===== src/rtl/regfile_pkg.sv =====
// regfile_pkg
// Shared defaults and helpers for the register file with busy scoreboard.
//   DefDataSize / DefAddrSize / DefNumRead : default widths and port count
//   num_regs()  : number of architectural registers for an address width
//   slice_lo()  : low bit of port N inside a packed multi-port bus
package regfile_pkg;

  localparam int unsigned DefDataSize = 32;
  localparam int unsigned DefAddrSize = 5;
  localparam int unsigned DefNumRead  = 2;

  function automatic int unsigned num_regs(input int unsigned addr_size);
    return 32'd1 << addr_size;
  endfunction

  function automatic int unsigned slice_lo(input int unsigned port, input int unsigned width);
    return port * width;
  endfunction

endpackage


===== src/rtl/regfile_read_port.sv =====
// regfile_read_port
// Combinational per-port logic: selects the value a fetch returns (commit
// bypass or stored word) and flags whether this source blocks the fetch.
//   addr_i     : source register address
//   word_i     : stored array word at addr_i
//   busy_i     : scoreboard bit of addr_i
//   wr_en_i / wr_addr_i / wr_data_i : this cycle's commit
//   value_o    : data the fetch returns for this port
//   hit_o      : source is busy and not being committed this cycle
module regfile_read_port #(
  parameter int unsigned DataSize = 32,
  parameter int unsigned AddrSize = 5,
  parameter bit          ZeroReg  = 1'b1
) (
  input  logic [AddrSize-1:0] addr_i,
  input  logic [DataSize-1:0] word_i,
  input  logic                busy_i,
  input  logic                wr_en_i,
  input  logic [AddrSize-1:0] wr_addr_i,
  input  logic [DataSize-1:0] wr_data_i,
  output logic [DataSize-1:0] value_o,
  output logic                hit_o
);

  logic is_zero;
  logic wr_match;

  assign is_zero  = ZeroReg && (addr_i == '0);
  assign wr_match = wr_en_i && (wr_addr_i == addr_i);

  // A commit landing this cycle resolves the busy source, so it never blocks.
  assign hit_o   = busy_i && !wr_match;
  assign value_o = is_zero  ? '0 :
                   wr_match ? wr_data_i : word_i;

endmodule


===== src/rtl/regfile_scoreboard.sv =====
// regfile_scoreboard
// Register file with NumRead registered read ports, one commit port and a
// per-register busy scoreboard (reserve at decode, clear at writeback).
//   clock, reset        : rising-edge clock, synchronous active-high reset
//   rd_req / rd_addr    : fetch request and packed source addresses
//   rd_data / rd_valid  : registered fetch result, valid for one cycle
//   rd_stall            : current fetch blocked by a busy source
//   rsv_en / rsv_addr   : mark a destination register busy
//   wr_en / wr_addr / wr_data : commit data and clear busy
//   busy                : registered scoreboard
//   dbg_addr / dbg_data : unbypassed combinational array read
module regfile_scoreboard
  import regfile_pkg::*;
#(
  parameter int unsigned DataSize = DefDataSize,
  parameter int unsigned AddrSize = DefAddrSize,
  parameter int unsigned NumRead  = DefNumRead,
  parameter bit          ZeroReg  = 1'b1,
  localparam int unsigned NumRegs = num_regs(AddrSize)
) (
  input  logic                         clock,
  input  logic                         reset,
  input  logic                         rd_req,
  input  logic [NumRead*AddrSize-1:0]  rd_addr,
  output logic [NumRead*DataSize-1:0]  rd_data,
  output logic                         rd_valid,
  output logic                         rd_stall,
  input  logic                         rsv_en,
  input  logic [AddrSize-1:0]          rsv_addr,
  input  logic                         wr_en,
  input  logic [AddrSize-1:0]          wr_addr,
  input  logic [DataSize-1:0]          wr_data,
  output logic [NumRegs-1:0]           busy,
  input  logic [AddrSize-1:0]          dbg_addr,
  output logic [DataSize-1:0]          dbg_data
);

  logic [DataSize-1:0]         regs_q [NumRegs];
  logic [NumRegs-1:0]          busy_q, busy_d;
  logic [NumRead*DataSize-1:0] rd_data_q, rd_data_d;
  logic                        rd_valid_q;
  logic [NumRead*DataSize-1:0] byp_value;
  logic [NumRead-1:0]          hit;
  logic                        wr_ok, rsv_ok, accept;

  // Register 0 is hard-wired when ZeroReg is set: no writes, no reservations.
  assign wr_ok  = wr_en  && !(ZeroReg && (wr_addr  == '0));
  assign rsv_ok = rsv_en && !(ZeroReg && (rsv_addr == '0));

  for (genvar i = 0; i < NumRead; i++) begin : g_port
    logic [AddrSize-1:0] src;
    assign src = rd_addr[slice_lo(i, AddrSize) +: AddrSize];

    regfile_read_port #(
      .DataSize (DataSize),
      .AddrSize (AddrSize),
      .ZeroReg  (ZeroReg)
    ) u_port (
      .addr_i    (src),
      .word_i    (regs_q[src]),
      .busy_i    (busy_q[src]),
      .wr_en_i   (wr_en),
      .wr_addr_i (wr_addr),
      .wr_data_i (wr_data),
      .value_o   (byp_value[slice_lo(i, DataSize) +: DataSize]),
      .hit_o     (hit[i])
    );
  end

  // Stall looks at busy_q only, so a same-cycle reservation cannot block it.
  assign rd_stall = rd_req && (|hit);
  assign accept   = rd_req && !rd_stall;

  always_comb begin
    busy_d    = busy_q;
    rd_data_d = rd_data_q;
    // Clear first, then set: a reservation in the commit cycle wins.
    if (wr_ok)  busy_d[wr_addr]  = 1'b0;
    if (rsv_ok) busy_d[rsv_addr] = 1'b1;
    if (accept) rd_data_d = byp_value;
  end

  always_ff @(posedge clock) begin
    if (reset) begin
      for (int r = 0; r < NumRegs; r++) regs_q[r] <= '0;
      busy_q     <= '0;
      rd_data_q  <= '0;
      rd_valid_q <= 1'b0;
    end else begin
      if (wr_ok) regs_q[wr_addr] <= wr_data;
      busy_q     <= busy_d;
      rd_data_q  <= rd_data_d;
      rd_valid_q <= accept;
    end
  end

  assign rd_data  = rd_data_q;
  assign rd_valid = rd_valid_q;
  assign busy     = busy_q;
  assign dbg_data = (ZeroReg && (dbg_addr == '0)) ? '0 : regs_q[dbg_addr];

endmodule


===== config.mk =====
export PLATFORM = sky130hd
export DESIGN_NAME = regfile_scoreboard
export DESIGN_NICKNAME = d
export VERILOG_FILES = /design/src/rtl/regfile_pkg.sv /design/src/rtl/regfile_read_port.sv /design/src/rtl/regfile_scoreboard.sv
export SDC_FILE = /design/constraint.sdc
export NUM_CORES = 2
export LEC_CHECK = 0
export CORE_MARGIN = 2
export CORE_UTILIZATION = 50
export CTS_BUF_LIST = sky130_fd_sc_hd__clkbuf_8
export CTS_CLUSTER_SIZE = 14
export DETAILED_ROUTE_END_ITERATION = 8
export PLACE_DENSITY = 0.76
export SYNTH_ARGS = -nofsm -noshare
export SYNTH_HDL_FRONTEND = slang
export SYNTH_SLANG_ARGS = --single-unit

===== constraint.sdc =====
create_clock -name clock -period 4.8 [get_ports clock]
set_clock_uncertainty 0.05 [all_clocks]
set_input_delay 1.2 -clock clock [delete_from_list [all_inputs] [get_ports clock]]
set_output_delay 1.2 -clock clock [all_outputs]
set_load 0.05 [all_outputs]

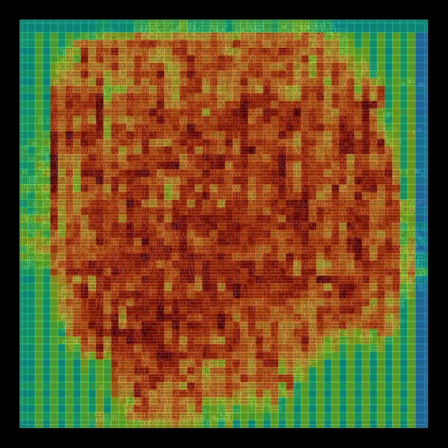
(images/final_congestion.png)
grt met2 use: 54.1%
WL/cell: 39.6 um
global route hottest layer: met2

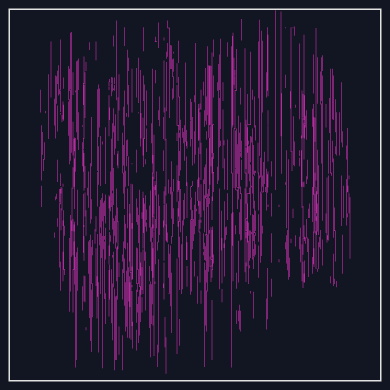
(images/met4.png)
Drawn at 1 px/um.
wire length on this layer: 24.2 mm
main direction: vertical
nets with wire on the layer: 343
share of all routed wire: 9.0%
total wire length: 268 mm
total number of vias: 51000

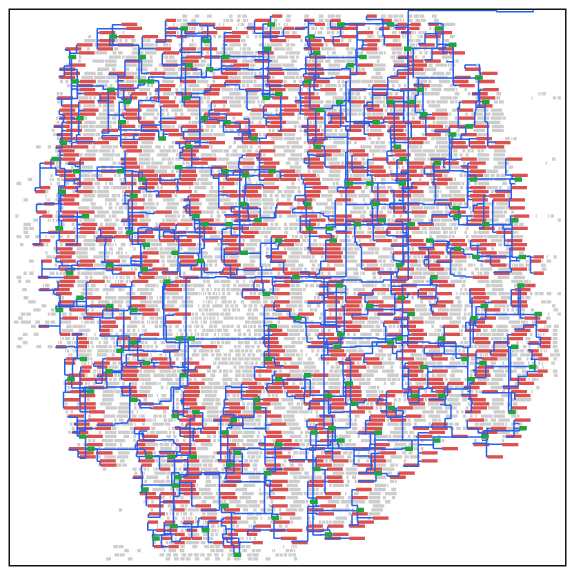
(images/clock_map.png)
Drawn at 1.5 px/um.
[green] cells driving clock nets | count: 186
[red] flip-flops | count: 1121
[blue] clock wires | length: 15100 um
routed clock nets: 187
flops lie: spread over the die
Clock Latency Late Sink: 0.97 ns
power in the clock group: 0.00875 W
Clock Power Share: 35.0%

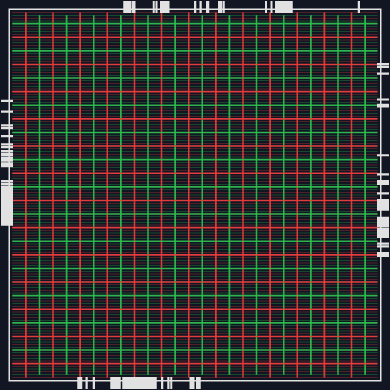
(images/pdn.png)
Drawn at 1 px/um. Pins as bars on the die edge.
| colour | net |
|---|---|
| red | VSS |
| green | VDD |
met4 straps: 26
rows: 134
Peak VDD IR: 0.190 mV
placeable core area: 0.133 sq mm
die outline height: 370 um
die boundary width: 370 um

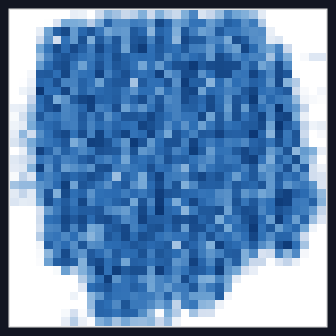
(images/density.png)
The die is cut into 37 by 37 equal tiles; white is low, dark blue is high, 0 to 100% covered.
emptiest ninth of the die: lower right
nearly empty tiles: 18%
fullest tile: 99%
FP Core Util: 50.3%
final core area utilization: 57.6%

==> impl_metrics.tcl <==
# collected from the flow reports
set metrics [dict create \
    status "finished, violations left" \
    violations_in_the_final_reports "negative setup slack" \
    use_met3_pct 18.9 \
    met2_wirelength_mm 112 \
    setup-violations-final 1 \
    finalClockPeriodUsage_pct 100 \
    place_area_sq_mm 0.0728 \
    seq-power_w 0.0117 \
    endpoint_of_the_worst_setup_timing_path "dbg_data[26]" \
    number_of_global_route_vias_before_repair 49400 \
    ff_latch_area_sq_mm 0.0327 \
    fin_setup_tns_ns -0.0136 \
    sequential_cell_total 1121 \
    hold_path_startpoint "rd_data[26]$_SDFFE_PP0P_" \
    io_buffers 191 \
    yosys_warnings 0 \
    power_switching_share_pct 29.1 \
    rsz0062_at_grt "no" \
    critical_path.reg2reg.startpoint "busy[30]$_SDFF_PP0_" \
    min_cycle_time_layout_ns 4.81 \
    largest_buffer_count_on_any_clock_path 3 \
    fin_ws_ns -0.0136 \
    post_drt_via_cell_ratio 7.54 \
    chipArea_sq_mm 0.137 \
    slew_headroom_pct 9.01 \
    grt_max_degree 88 \
    timing.critical_path.required_ns 3.55 \
    cp_slowest_stage_delay_ns 0.61 \
    clockNetworkAreaShare_pct 4.89 \
    placementRows 134 \
    registers.top_by_ff_count "regs_q" \
    worst-setup-path-type "input port to output pin" \
    critical_path_buf_inv_count 3 \
    comb_share_pct 42.4 \
    postSynthRegisterBits 1121 \
    final_cell_count_no_fill 6766 \
    largest_register_ff_count 1024 \
    path_cells "buf_8 > buf_4 > or4_1 > nor2_4 > nor2_1 > buf_4" \
    synth-area-yosys_sq_mm 0.0670 \
    powerDensity_mw_per_mm2 326 \
    fin_area_sq_mm 0.0767 \
    comb_power_share_pct 18.2 \
    top_power_group "registers" \
    cp_max_fo 16 \
]
==> worst register-to-register path, stage by stage, from the launching register on <==
cell and delay [ns]:
dfxtp_1 0.36, mux4_1 0.51, mux2_2 0.40, a221oi_2 0.46, o31ai_4 0.17, nor2_4 0.51, buf_12 0.29, mux2_2 0.37
==> logic make-up (layout without fill, tap and decap cells) <==
| logic type | count (synthesis) | count (layout) | synth area share, % |
|---|---|---|---|
| other | 1 | 71 | 0.00560 |
| AOI/OAI and AO/OA | 419 | 419 | 4.57 |
| buffers and inverters | 551 | 873 | 3.45 |
| muxes | 1065 | 1065 | 30.6 |
| xor gates and xnor gates | 10 | 10 | 0.131 |
| DFF | 1121 | 1121 | 48.8 |
| and+or+nand+nor | 1439 | 1439 | 12.4 |
Power figures rest on the tool's default switching activity, not on a simulated workload.
